==> src/rtl/instruction_loader.sv <==
// Byte-stream program loader: assembles little-endian 32-bit words and writes them
// to instruction memory with a setup / strobe / release sequence, then raises start.
module instruction_loader #(
    parameter int unsigned MAX_WORDS  = 1024,
    parameter int unsigned CNT_W      = 10,
    parameter logic [31:0] END_MARKER = 32'hFFFF_FFFF
) (
    input  logic             clk,
    input  logic             rst,
    input  logic             load_en,
    input  logic             byte_valid,
    input  logic [7:0]       byte_data,
    output logic             byte_ready,
    output logic             write,
    output logic [31:0]      write_Instruction,
    output logic             write_Ready,
    output logic             start,
    output logic             busy,
    output logic             full,
    output logic [CNT_W-1:0] words_loaded
);

    typedef enum logic [2:0] {IDLE, COLLECT, SETUP, STROBE, RELEASE, DONE} state_t;

    // Internal count is one bit wider so reaching MAX_WORDS == 2**CNT_W cannot wrap;
    // the visible count saturates at its all-ones value in that corner.
    localparam logic [CNT_W:0] LAST    = (CNT_W+1)'(MAX_WORDS - 1);
    localparam logic [CNT_W:0] OUT_MAX = {1'b0, {CNT_W{1'b1}}};

    state_t         state, next_state;
    logic [1:0]     byte_idx;
    logic [31:0]    word, assembled;
    logic [CNT_W:0] count, count_n;
    logic           take;

    always_comb begin
        take      = (state == COLLECT) && byte_ready && byte_valid;
        count_n   = count + 1'b1;
        assembled = word;
        case (byte_idx)
            2'd0:    assembled[7:0]   = byte_data;
            2'd1:    assembled[15:8]  = byte_data;
            2'd2:    assembled[23:16] = byte_data;
            default: assembled[31:24] = byte_data;
        endcase
    end

    always_comb begin
        next_state = state;
        case (state)
            IDLE:    if (load_en) next_state = COLLECT;
            COLLECT: if (take && byte_idx == 2'd3)
                         next_state = (assembled == END_MARKER) ? DONE : SETUP;
            SETUP:   next_state = STROBE;
            STROBE:  next_state = RELEASE;
            RELEASE: next_state = (count >= LAST) ? DONE : COLLECT;
            DONE:    next_state = DONE;
            default: next_state = IDLE;
        endcase
    end

    // Outputs are registered from next_state so each is valid for the whole state;
    // write spans SETUP..RELEASE, keeping it clear of both write_Ready edges.
    always_ff @(posedge clk or posedge rst) begin
        if (rst) begin
            state             <= IDLE;
            byte_idx          <= '0;
            word              <= '0;
            count             <= '0;
            byte_ready        <= 1'b0;
            write             <= 1'b0;
            write_Instruction <= '0;
            write_Ready       <= 1'b0;
            start             <= 1'b0;
            busy              <= 1'b0;
            full              <= 1'b0;
            words_loaded      <= '0;
        end else begin
            state       <= next_state;
            byte_ready  <= (next_state == COLLECT) && load_en;
            write       <= (next_state == SETUP) || (next_state == STROBE) ||
                           (next_state == RELEASE);
            write_Ready <= (next_state == STROBE);
            start       <= (next_state == DONE);
            busy        <= (next_state != IDLE) && (next_state != DONE);
            if (take) begin
                word     <= assembled;
                byte_idx <= byte_idx + 2'd1;
            end
            if (next_state == SETUP)
                write_Instruction <= assembled;
            if (state == RELEASE) begin
                if (count <= LAST) begin
                    count        <= count_n;
                    words_loaded <= (count_n > OUT_MAX) ? '1 : count_n[CNT_W-1:0];
                end
                if (next_state == DONE)
                    full <= 1'b1;
            end
        end
    end

endmodule

==> config.mk <==
export PLATFORM = sky130hd
export DESIGN_NAME = instruction_loader
export DESIGN_NICKNAME = d
export VERILOG_FILES = /design/src/rtl/instruction_loader.sv
export SDC_FILE = /design/constraint.sdc
export NUM_CORES = 1
export LEC_CHECK = 0
export CAP_MARGIN = 20
export CORE_ASPECT_RATIO = 0.9
export CORE_MARGIN = 5
export CORE_UTILIZATION = 45
export DETAILED_ROUTE_END_ITERATION = 8
export PLACE_DENSITY = 0.74
export SKIP_LAST_GASP = 1
export SLEW_MARGIN = 20
export SYNTH_ARGS = -nofsm -noshare
export SYNTH_HDL_FRONTEND = slang
export SYNTH_SLANG_ARGS = --single-unit
==> constraint.sdc <==
create_clock -name clk -period 8.2 [get_ports clk]
set_input_delay 1.64 -clock clk [delete_from_list [all_inputs] [get_ports clk]]
set_output_delay 1.64 -clock clk [all_outputs]
set_load 0.05 [all_outputs]
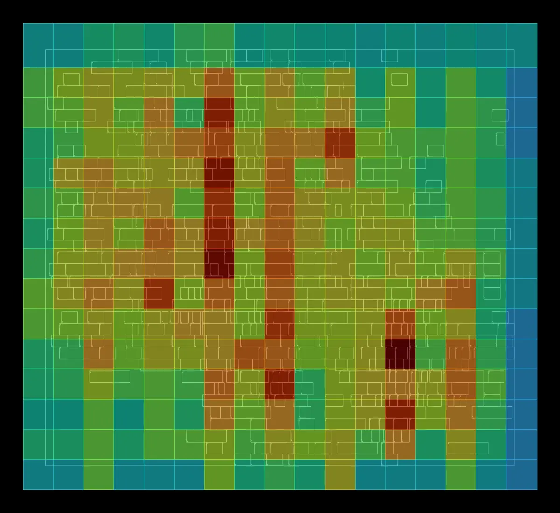
run_1/congestion_map.png
met3 Use GR: 0.0549
DR WL/cell: 16.8 um
routing usage on met1: 0.217

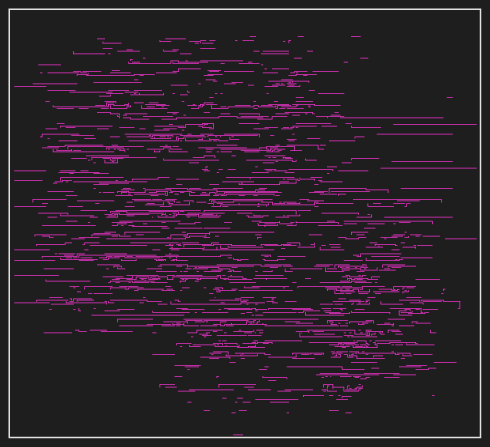
run_1/m1.png
Scale: 4 px per um.
The layer holds 46% of the routed length. The wires run mostly horizontal. The longest straight run is 33.6 um.
final wirelength: 9.98 mm
via count: 3222

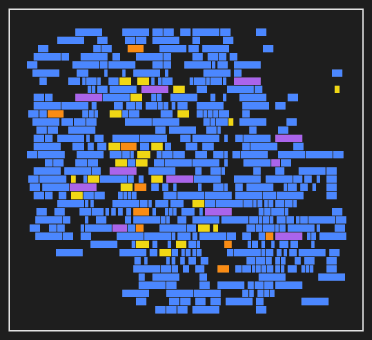
run_1/sizing.png
Scale: 3 px per um.
Blue is x1 and smaller, cells 422, share 91%. Orange is x3 and x4, cells 9, share 1.9%. Purple is x6 and larger, cells 11, share 2.4%. Yellow is x2, cells 24, share 5.2%.

==> flow_summary.toml, run 1 <==
# generated from flow reports
[status]
run_status = "finished, final reports clean"

[global_routing]
grt_max_degree = 62
use_met2 = 0.281
antenna_found_initial = 0
grt_pass1_vias = 3386
grt_pass1_wl_mm = 17.4
grt_use_total = 0.170
globalRoute.totalOverflow = 0
busiest_layer = "met2"

[die]
core_um2 = 10200
die_x_um = 117
core_util_floorplan = 0.458
die_area_um2 = 12500
ios = 60
rows = 35
die_height_um = 107

[finish]
drive_above_1_share = 0.0944
fin_nets = 480
flop_area_um2 = 2400
filler_cell_count = 884
logic_area_um2 = 2090
design_area_um2 = 5560
n_antenna_cell = 0
area_growth_pct = 18.8
utilization = 0.544

[placement]
portBuffers = 59
pre_cts_slack_ns = 3.44
dp_hpwl_mm = 7.04
place_congestion = 0.864
placed_area_um2 = 5280

[final_timing]
max_freq_ghz = 0.226
rsz0062_at_grt = "false"
worstMarginPinSlew_ns = 1.02
hold_viol = 0
fin_skew_ns = 0.0119
finalSetupViolations = 0
period_used_share = 0.539
slew_violations = 0
fin_crit_ns = 4.42
slew_headroom = 0.317
finalSetupTns_ns = 0
fin_ws_ns = 3.78

[cts]
clkTransAtPathRegs_ns = 0.06
cts_max_level = 3
numCtsBuffers = 9
cts_sinks = 96
cts_tree = "yes"
cts_resized = 0
cts_hold_buf = 0
clk_latency_ns = 0.35
post_cts_buffers = 0
cts_root_buffer = "clkbuf_16"
clock_path_buffers = 2

[synth]
synth_flops = 96
syn_area_um2 = 4680
ff_type = "dfrtp_1"
synthArstFlopShare = 1.00
postSynthCellCount = 414
syn-num-nets = 433
area_leaders = "dfrtp_1, mux2i_1, o21a_1"
top_cell_area_share = 0.514
yosys-top-cells-count = "dfrtp_1, nand2_1, o21a_1, mux2i_1, mux2_1"
ys_area_um2 = 4680
yosysUniqueCellTypes = 52
top_area_cell = "dfrtp_1"
ys_cells = 414
syn_area_per_cell_um2 = 11.3
yosys_warnings = 0
synth-edff-count = 0
yosysMostFrequentCell = "dfrtp_1"
yosysSeqAreaShare = 0.514

[worst_setup_path]
critPathRequiredTime_ns = 8.42
start_kind = "input port"
cp-end-kind = "flop"
critPathMaxFanout = 30
crit_arrival_ns = 4.64
critPathKind = "in2reg"

[power]
p_per_area_nw_per_um2 = 160
ir_worst_vdd_mv = 0.103
p_leak_nw = 2.45

[detailed_routing]
avgViaCountPerCell = 5.42
postRouteAntennaNets = 0
drt_pre_antenna_iters = 4
route.detailed.drc = 0
drt_iter0_drc = 181

[min_path]
min_path_type = "reg2reg"

[job]
tool_warnings = 31
cap_violations = 0
-- run 1: power by group --
| group | internal, mW | switching, mW |
|---|---|---|
| Combinational | 0.00658 | 0.0178 |
| Clock | 0.213 | 0.175 |
| Sequential | 0.473 | 0 |
| Total | 0.693 | 0.193 |
-- run 1: state kept, by name (all words and copies together) (netlist names) --
| name | flops |
|---|---|
| busy | 1 |
| byte_idx | 2 |
| byte_ready | 1 |
| count | 11 |
| full | 1 |
| start | 1 |
| state | 3 |
| word | 32 |
| words_loaded | 10 |
| write | 1 |
| write_Instruction | 32 |
| write_Ready | 1 |
-- run 1: final timing paths --
kind,cells past startpoint,slack (ns),end,from
worst max-delay path,7,3.78,write_Instruction[6],byte_valid
worst min-delay path,2,0.48,words_loaded[9],words_loaded[9]
worst max register to register,6,5.04,write_Instruction[6],state[2]
worst min register to register,2,0.48,words_loaded[9],words_loaded[9]
max in group asynchronous,3,5.33,write_Instruction[6],rst
min in group asynchronous,2,1.68,write_Instruction[20],rst
-- run 1: worst max-delay path, stage by stage --
cell	delay [ns]
clkdlybuf4s50_1	0.50
nand2_1	0.07
nor3_2	0.42
and2_1	0.89
o21a_1	0.37
buf_4	0.39
mux2_4	0.34
-- run 1: cell usage in the layout (no fill, tap or decap), types with 6 or more instances in the layout --
cell type / n
o21a_1: 31
nand3_1: 16
nor2_1: 12
mux2i_1: 26
a21oi_1: 8
clkbuf_16: 9
nand2_1: 58
mux2_1: 18
dfrtp_1: 96
mux2_2: 17
clkdlybuf4s50_1: 59
nand2b_1: 9
ha_1: 7
o211ai_1: 6
xnor2_1: 14
-- run 1: cell families (layout without fill, tap and decap cells) --
logic type / after synthesis / count (layout) / synth area share
fa+ha+maj: 7 / 7 / 0.0187
flops: 96 / 96 / 0.514
buf+inv: 30 / 82 / 0.0388
simple gates: 125 / 125 / 0.132
compound gates: 75 / 75 / 0.114
mux: 65 / 65 / 0.153
xor+xnor: 16 / 16 / 0.0300
-- run 1: through the flow --
stage / hold WS (ns) / total power, mW / std cells
2_1_floorplan: 0.456 / 0.496 / 414
3_3_place_gp: 0.455 / 0.507 / 579
3_5_place_dp: 0.481 / 0.508 / 579
4_1_cts: 0.496 / 0.903 / 595
5_1_grt: 0.503 / 0.922 / 595
6_report: 0.482 / 0.886 / 595
-- run 1: routing by layer --
layer  vias up  part of all wire
li1       1554                 -
met1      1583              0.46
met2        79              0.49
met3         6             0.047
met4         0            0.0089
met5         -                 0
-- run 1: area by class of cell --
| class | count | area share |
|---|---|---|
| clock buffers | 11 | 0.0437 |
| repair buffers | 61 | 0.109 |
| well taps | 129 | 0.0291 |
| flip-flops and latches | 96 | 0.432 |
| clock inverters | 5 | 0.00563 |
| multi-input cells | 288 | 0.377 |
| inverters | 5 | 0.00360 |
run_1/closeup.png
Window x 17 to 42, y 68 to 93 um. Cells in grey, sequential cells in the stronger grey; small squares are vias.
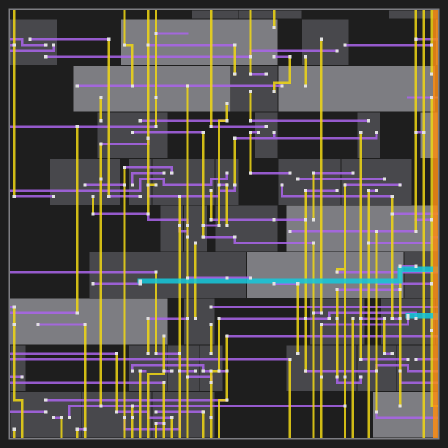

==> run 2, diff against run 1 <==
--- a/config.mk
+++ b/config.mk
@@ -10,7 +10,7 @@
 export CORE_MARGIN = 5
 export CORE_UTILIZATION = 45
 export DETAILED_ROUTE_END_ITERATION = 8
-export PLACE_DENSITY = 0.74
+export PLACE_DENSITY = 0.77
 export SKIP_LAST_GASP = 1
 export SLEW_MARGIN = 20
 export SYNTH_ARGS = -nofsm -noshare
==> constraint.sdc (replaced) <==
create_clock -name clk -period 3.7 [get_ports clk]
set_input_delay 0.74 -clock clk [delete_from_list [all_inputs] [get_ports clk]]
set_output_delay 0.74 -clock clk [all_outputs]
set_load 0.05 [all_outputs]
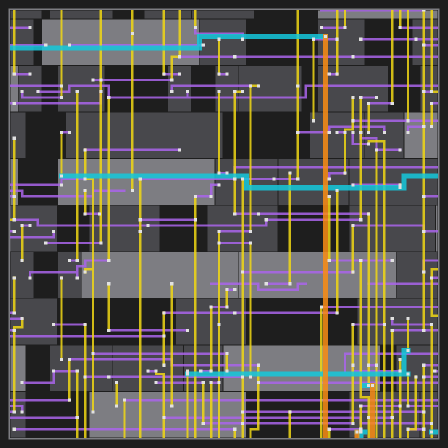
run_2/closeup.png
Window x 17 to 42, y 68 to 93 um. Cells in grey, sequential cells in the stronger grey; small squares are vias.
Yellow is M2. Purple is M1. Cyan is M3. Orange is M4.
36 logic cells have their middle in the window. Netlist names of flops here include `word` (5), `write_Instruction` (1). Most frequent: mux2_2 (6), nand2_1 (6), dfrtp_1 (6). Sequential cells in the window: 6.

==> run 2 against run 1 <==
Flip-flop count is the same; clock power up 140%; synthesized cell count is the same.
==> flow_summary.toml, run 2 <==
# generated from flow reports
[synth]
synth-edff-count = 0
yosysUniqueCellTypes = 52
synthArstFlopShare = 1.00
yosys_warnings = 0
syn_area_per_cell_um2 = 11.3
adder_share = 0.0187
ys_cells = 414
postSynthCellCount = 414
synthXorXnorAreaFrac = 0.0300
synth_flops = 96
syn-num-nets = 433
top_area_cell = "dfrtp_1"
mux_area_frac = 0.153
ff_type = "dfrtp_1"
logic_family = "multiplexers"
ys_area_um2 = 4680
area_leaders = "dfrtp_1, mux2i_1, o21a_1"
yosysSeqAreaShare = 0.514
top_cell_area_share = 0.514
syn_area_um2 = 4680
yosysMostFrequentCell = "dfrtp_1"
yosys-top-cells-count = "dfrtp_1, nand2_1, o21a_1, mux2i_1, mux2_1"
synthAoiAreaFrac = 0.114
synth-simple-area-share = 0.132

[cts]
clock_path_buffers = 2
cts_resized = 0
clk_latency_ns = 0.34
clkTransAtPathRegs_ns = 0.06
cts_tree = "yes"
cts_hold_buf = 0
numCtsBuffers = 9
post_cts_buffers = 0
cts_root_buffer = "clkbuf_16"
cts_sinks = 96
cts_max_level = 3

[status]
run_status = "finished, final reports clean"

[finish]
lay_top_cells = "dfrtp_1, clkdlybuf4s50_1, nand2_1"
fin_nets = 484
area_growth_pct = 20.1
layout_top_cell = "dfrtp_1"
drive_above_1_share = 0.102
filler_cell_count = 886
largest_registers = "word: 32 flops, write_Instruction: 32 flops, count: 11 flops"
design_area_um2 = 5620
n_antenna_cell = 0
utilization = 0.551

[detailed_routing]
route.detailed.drc = 0
wl_mm = 10.6
avgViaCountPerCell = 5.57
drt_iter0_drc = 222
route.vias.total = 3332
routedWlPerCell_um = 17.8
drt_pre_antenna_iters = 5
postRouteAntennaNets = 0

[worst_setup_path]
crit_family = "multiplexers"
critPathRequiredTime_ns = 3.93
worst_path_max_delay_cell = "ha_1"
critPathKind = "reg2reg"
critPathMaxFanout = 21
start_kind = "flop"
cpMostUsedCell = "mux2_4"
max_stage_delay_ns = 0.58
critPathBufInv = 2
cp-end-kind = "flop"
crit_arrival_ns = 3.12
path_cells = "inv_1, ha_1, mux2_4, a22oi_1, nor4_2, nand3_1, o21a_1, buf_4, mux2_4"

[final_timing]
slew_violations = 0
fin_ws_ns = 0.814
rsz0062_at_grt = "false"
fin_skew_ns = 0.00703
finalSetupTns_ns = 0
hold_ws_ns = 0.477
fin_crit_ns = 2.89
slew_headroom = 0.513
worstMarginPinSlew_ns = 0.730
finalSetupViolations = 0
hold_viol = 0
max_freq_ghz = 0.347
period_used_share = 0.780

[job]
tool_warnings = 31
cap_violations = 0

[global_routing]
grt_pass1_vias = 3464
grt_use_total = 0.175
globalRoute.totalOverflow = 0
grt_max_degree = 39
antenna_found_initial = 0
grt_pass1_wl_mm = 17.6

[power]
ir_worst_vdd_mv = 0.297
p_per_area_nw_per_um2 = 366
p_leak_nw = 2.49

[placement]
placed_area_um2 = 5310
portBuffers = 59
pre_cts_slack_ns = 0.526
dp_hpwl_mm = 7.52
place_congestion = 0.916

[die]
core_um2 = 10200
core_util_floorplan = 0.458
die_height_um = 107
die_area_um2 = 12500
rows = 35
ios = 60
die_x_um = 117

[min_path]
min_path_type = "reg2reg"
run 2: cell type report:
type | count | area (um^2) | area share
clock buffer | 12 | 267 | 0.0474
clock inverter | 3 | 40.0 | 0.00713
inverter | 5 | 20.0 | 0.00356
multi-input combinational | 288 | 2090 | 0.372
sequential | 96 | 2400 | 0.428
tap | 129 | 161 | 0.0287
timing repair buffer | 65 | 636 | 0.113
run 2: cell families (layout without fill, tap and decap cells):
logic type,after synthesis,in the layout
muxes,65,65
buffers and inverters,30,85
DFF,96,96
AOI/OAI and AO/OA,75,75
xor gates and xnor gates,16,16
and+or+nand+nor,125,125
adders and majority gates,7,7
run 2: report_power, final:
part / internal (mW) / leakage (nW) / switching [mW]
Sequential: 1.05 / 1.32 / 0
Combinational: 0.0160 / 1.02 / 0.0411
Clock: 0.573 / 0.154 / 0.374
Total: 1.64 / 2.49 / 0.415
run 2: stage by stage:
stage | std cells | total power [mW]
floorplan | 414 | 1.10
global placement | 583 | 1.13
detailed placement | 583 | 1.13
CTS | 598 | 2.08
global route | 598 | 2.12
finish | 598 | 2.05
run 2: metal layers:
layer | vias up | wire [um] | GRT usage
li1 | 1563 | - | -
met1 | 1645 | 4830 | 0.227
met2 | 107 | 5060 | 0.285
met3 | 17 | 566 | 0.0538
met4 | 0 | 179 | 0.0505
met5 | - | 0 | 0
run 2: path summary, 6_finish.rpt:
path / slack (ns) / cells after the start / to / start
max: 0.81 / 9 / write_Instruction[0] / byte_idx[0]
min: 0.48 / 2 / words_loaded[9] / words_loaded[9]
max reg2reg: 0.81 / 9 / write_Instruction[0] / byte_idx[0]
min reg2reg: 0.48 / 2 / words_loaded[9] / words_loaded[9]
max in group asynchronous: 2.03 / 3 / count[4] / rst
min in group asynchronous: 0.81 / 2 / word[24] / rst
run 2: worst register-to-register path: stages, from the launching register on:
cell     delay [ns]
dfrtp_1        0.41
inv_1          0.13
ha_1           0.59
mux2_4         0.28
a22oi_1        0.10
nor4_2         0.32
nand3_1        0.16
o21a_1         0.24
buf_4          0.22
mux2_4         0.32
run_2/class_map.png
Scale: 3 px per um.
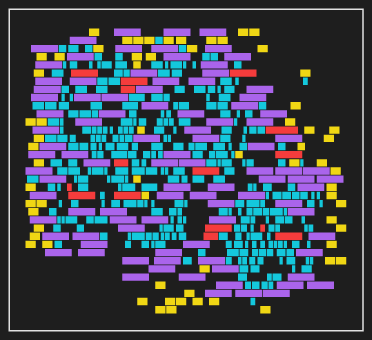

==> run 3, diff against run 2 <==
==> constraint.sdc (replaced) <==
create_clock -name clk -period 2.6 [get_ports clk]
set_input_delay 0.52 -clock clk [delete_from_list [all_inputs] [get_ports clk]]
set_output_delay 0.52 -clock clk [all_outputs]
set_load 0.05 [all_outputs]
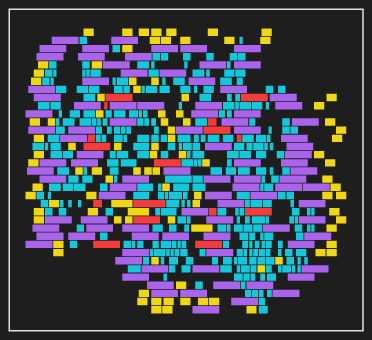
run_3/class_map.png
Scale: 3 px per um.
Red is clock drivers and dummy loads, cells 16, share of their area 5.2%. Yellow is remaining buffers and delay cells, cells 95, share of their area 16%. Cyan is remaining logic cells, cells 293, share of their area 37%. Purple is registers, cells 96, share of their area 42%.

==> run 3 against run 2 <==
First-iteration DRC count down 7.7%; flip-flop count unchanged; maximum frequency up 17%; global-route usage up 0.26 points; clock skew up 0.0035 ns.
==> flow_summary.toml, run 3 <==
# generated from flow reports
[status]
run_status = "finished, final reports clean"

[final_timing]
finalSetupViolations = 0
period_used_share = 0.952
fin_skew_ns = 0.0105
slew_violations = 0
rsz0062_at_grt = "false"
fin_crit_ns = 2.47
hold_viol = 0
fin_ws_ns = 0.126
slew_headroom = 0.579
max_freq_ghz = 0.404
worstMarginPinSlew_ns = 0.631

[min_path]
min_path_cells = 2
min_path_type = "reg2reg"
whs_endpoint = "words_loaded[9]"
min_from = "words_loaded[9]"

[synth]
yosysMostFrequentCell = "dfrtp_1"
ys_area_um2 = 4680
area_leaders = "dfrtp_1, mux2i_1, o21a_1"
syn_area_um2 = 4680
adder_share = 0.0187
synth-edff-count = 0
yosysSeqAreaShare = 0.514
synthArstFlopShare = 1.00
synthAoiAreaFrac = 0.114
yosys-top-cells-count = "dfrtp_1, nand2_1, o21a_1, mux2i_1, mux2_1"
ff_type = "dfrtp_1"
yosysUniqueCellTypes = 52
mux_area_frac = 0.153
postSynthCellCount = 414
synth-simple-area-share = 0.132
yosys_warnings = 0
top_cell_area_share = 0.514
syn_area_per_cell_um2 = 11.3
logic_family = "multiplexers"
ys_cells = 414
synthXorXnorAreaFrac = 0.0300
synth_flops = 96
syn-num-nets = 433
top_area_cell = "dfrtp_1"

[power]
finalPower_mw = 2.91
combPwrFrac = 0.036
p_per_area_nw_per_um2 = 494
power.switching_mw = 0.629
p_leak_nw = 2.63
power.share.sequential = 0.512
power.internal_mw = 2.28
pwr-share-clk = 0.452
p_sw_frac = 0.216
ir_worst_vdd_mv = 0.296

[die]
die_area_um2 = 12500
die_height_um = 107
rows = 35
die_x_um = 117
core_util_floorplan = 0.458
ios = 60
core_um2 = 10200

[detailed_routing]
route.detailed.drc = 0
postRouteAntennaNets = 0
drt_iter0_drc = 205
routedWlPerCell_um = 17.0
wl_mm = 10.7
route.vias.total = 3411
avgViaCountPerCell = 5.42
drt_pre_antenna_iters = 4

[cts]
cts_hold_buf = 0
clk_latency_ns = 0.34
cts_sinks = 96
cts_max_level = 3
cts_tree = "yes"
cts_root_buffer = "clkbuf_16"
clock_path_buffers = 2
clkTransAtPathRegs_ns = 0.07
numCtsBuffers = 9

[finish]
drive_above_1_share = 0.162
final_cells = 629
lay_top_cells = "dfrtp_1, clkdlybuf4s50_1, nand2_1"
largest_registers = "word: 32 flops, write_Instruction: 32 flops, count: 11 flops"
layout_top_cell = "dfrtp_1"
n_antenna_cell = 0
area_growth_pct = 26.1
filler_cell_count = 854
fin_nets = 514

[placement]
place_congestion = 0.880
dp_hpwl_mm = 7.77
pre_cts_slack_ns = -0.150
dpl.cell_count = 613
portBuffers = 59

[worst_setup_path]
reg2reg_to = "state[1]"
reg2reg_slack_ns = 0.13
reg2reg_from = "byte_idx[0]"
critPathKind = "reg2reg"
crit_arrival_ns = 2.70
start_kind = "flop"
cp-end-kind = "flop"
ff2ff_path_depth = 10
critPathRequiredTime_ns = 2.83
critPathMaxFanout = 9

[job]
cap_violations = 0
tool_warnings = 31

[global_routing]
grt_pass1_vias = 3645
grt_use_total = 0.178
grt_max_degree = 43
globalRoute.totalOverflow = 0
antenna_found_initial = 0
grt_pass1_wl_mm = 18.2
-- run 3: cell counts after synthesis --
No cell type changed its count.
-- run 3: per-stage QoR --
stage           util  hold WS [ns]  instance area [um^2]  setup TNS [ns]
2_1_floorplan      -         0.456                  4680               0
3_3_place_gp   0.547         0.456                  5580           -4.31
3_5_place_dp   0.547         0.468                  5580           -3.18
4_1_cts        0.576         0.484                  5880               0
5_1_grt        0.578         0.513                  5900               0
6_report       0.578         0.479                  5900               0
-- run 3: kinds of logic (layout without fill, tap and decap cells) --
logic type | Yosys count | in the layout
multiplexers | 65 | 65
flip-flops | 96 | 96
XOR/XNOR | 16 | 16
AND/OR/NAND/NOR | 125 | 125
buffers and inverters | 30 | 116
AND-OR/OR-AND | 75 | 75
adder cells (fa/ha/maj) | 7 | 7
-- run 3: layout make-up --
cell class,instances,area [um^2],share of cell area
inverter,5,22.5,0.00382
clock buffer,10,229,0.0388
sequential,96,2400,0.407
timing repair buffer,95,898,0.152
multi-input combinational,288,2110,0.359
clock inverter,6,67.6,0.0115
tap,129,161,0.0274
-- run 3: how the worst max path moves through the flow --
stage                 startpoint              endpoint  slack (ns)  cells past startpoint
floorplan            byte_idx[0]  write_Instruction[0]        0.32                      9
global placement    byte_data[0]              state[1]       -0.17                      8
detailed placement  byte_data[7]              state[1]       -0.15                      8
CTS                  byte_idx[0]              state[1]        0.04                     10
global route         byte_idx[0]              state[1]        0.01                     10
finish               byte_idx[0]              state[1]        0.13                     10
-- run 3: timing repair --
item	CTS	global route
setup buffers	0	0
resized	2	3
endpoints found under the setup margin	35	34
cloned	0	0
-- run 3: power groups by stage --
stage | clock network (mW) | logic, mW | registers, mW
after floorplan | 0 | 0.0442 | 1.52
after global placement | 0 | 0.103 | 1.52
after detailed placement | 0 | 0.106 | 1.52
after CTS | 1.35 | 0.106 | 1.49
after global routing | 1.41 | 0.116 | 1.49
final | 1.32 | 0.104 | 1.49
-- run 3: layer usage --
layer | GRT usage | share of wire | vias to the layer above
met5 | 0 | 0 | -
met2 | 0.298 | 0.49 | 80
li1 | - | - | 1633
met4 | 0.0671 | 0.018 | 0
met1 | 0.222 | 0.44 | 1683
met3 | 0.0469 | 0.053 | 15
-- run 3: worst max-delay path: stages, from the launching register on --
cell and delay [ns]:
dfrtp_1 0.42, inv_1 0.17, ha_4 0.23, buf_4 0.19, a31o_1 0.16, o221ai_1 0.13
nor4_2 0.15, nand3_1 0.20, o21a_4 0.31, buf_4 0.16, or2_1 0.22
Power and IR drop assume default switching activity.
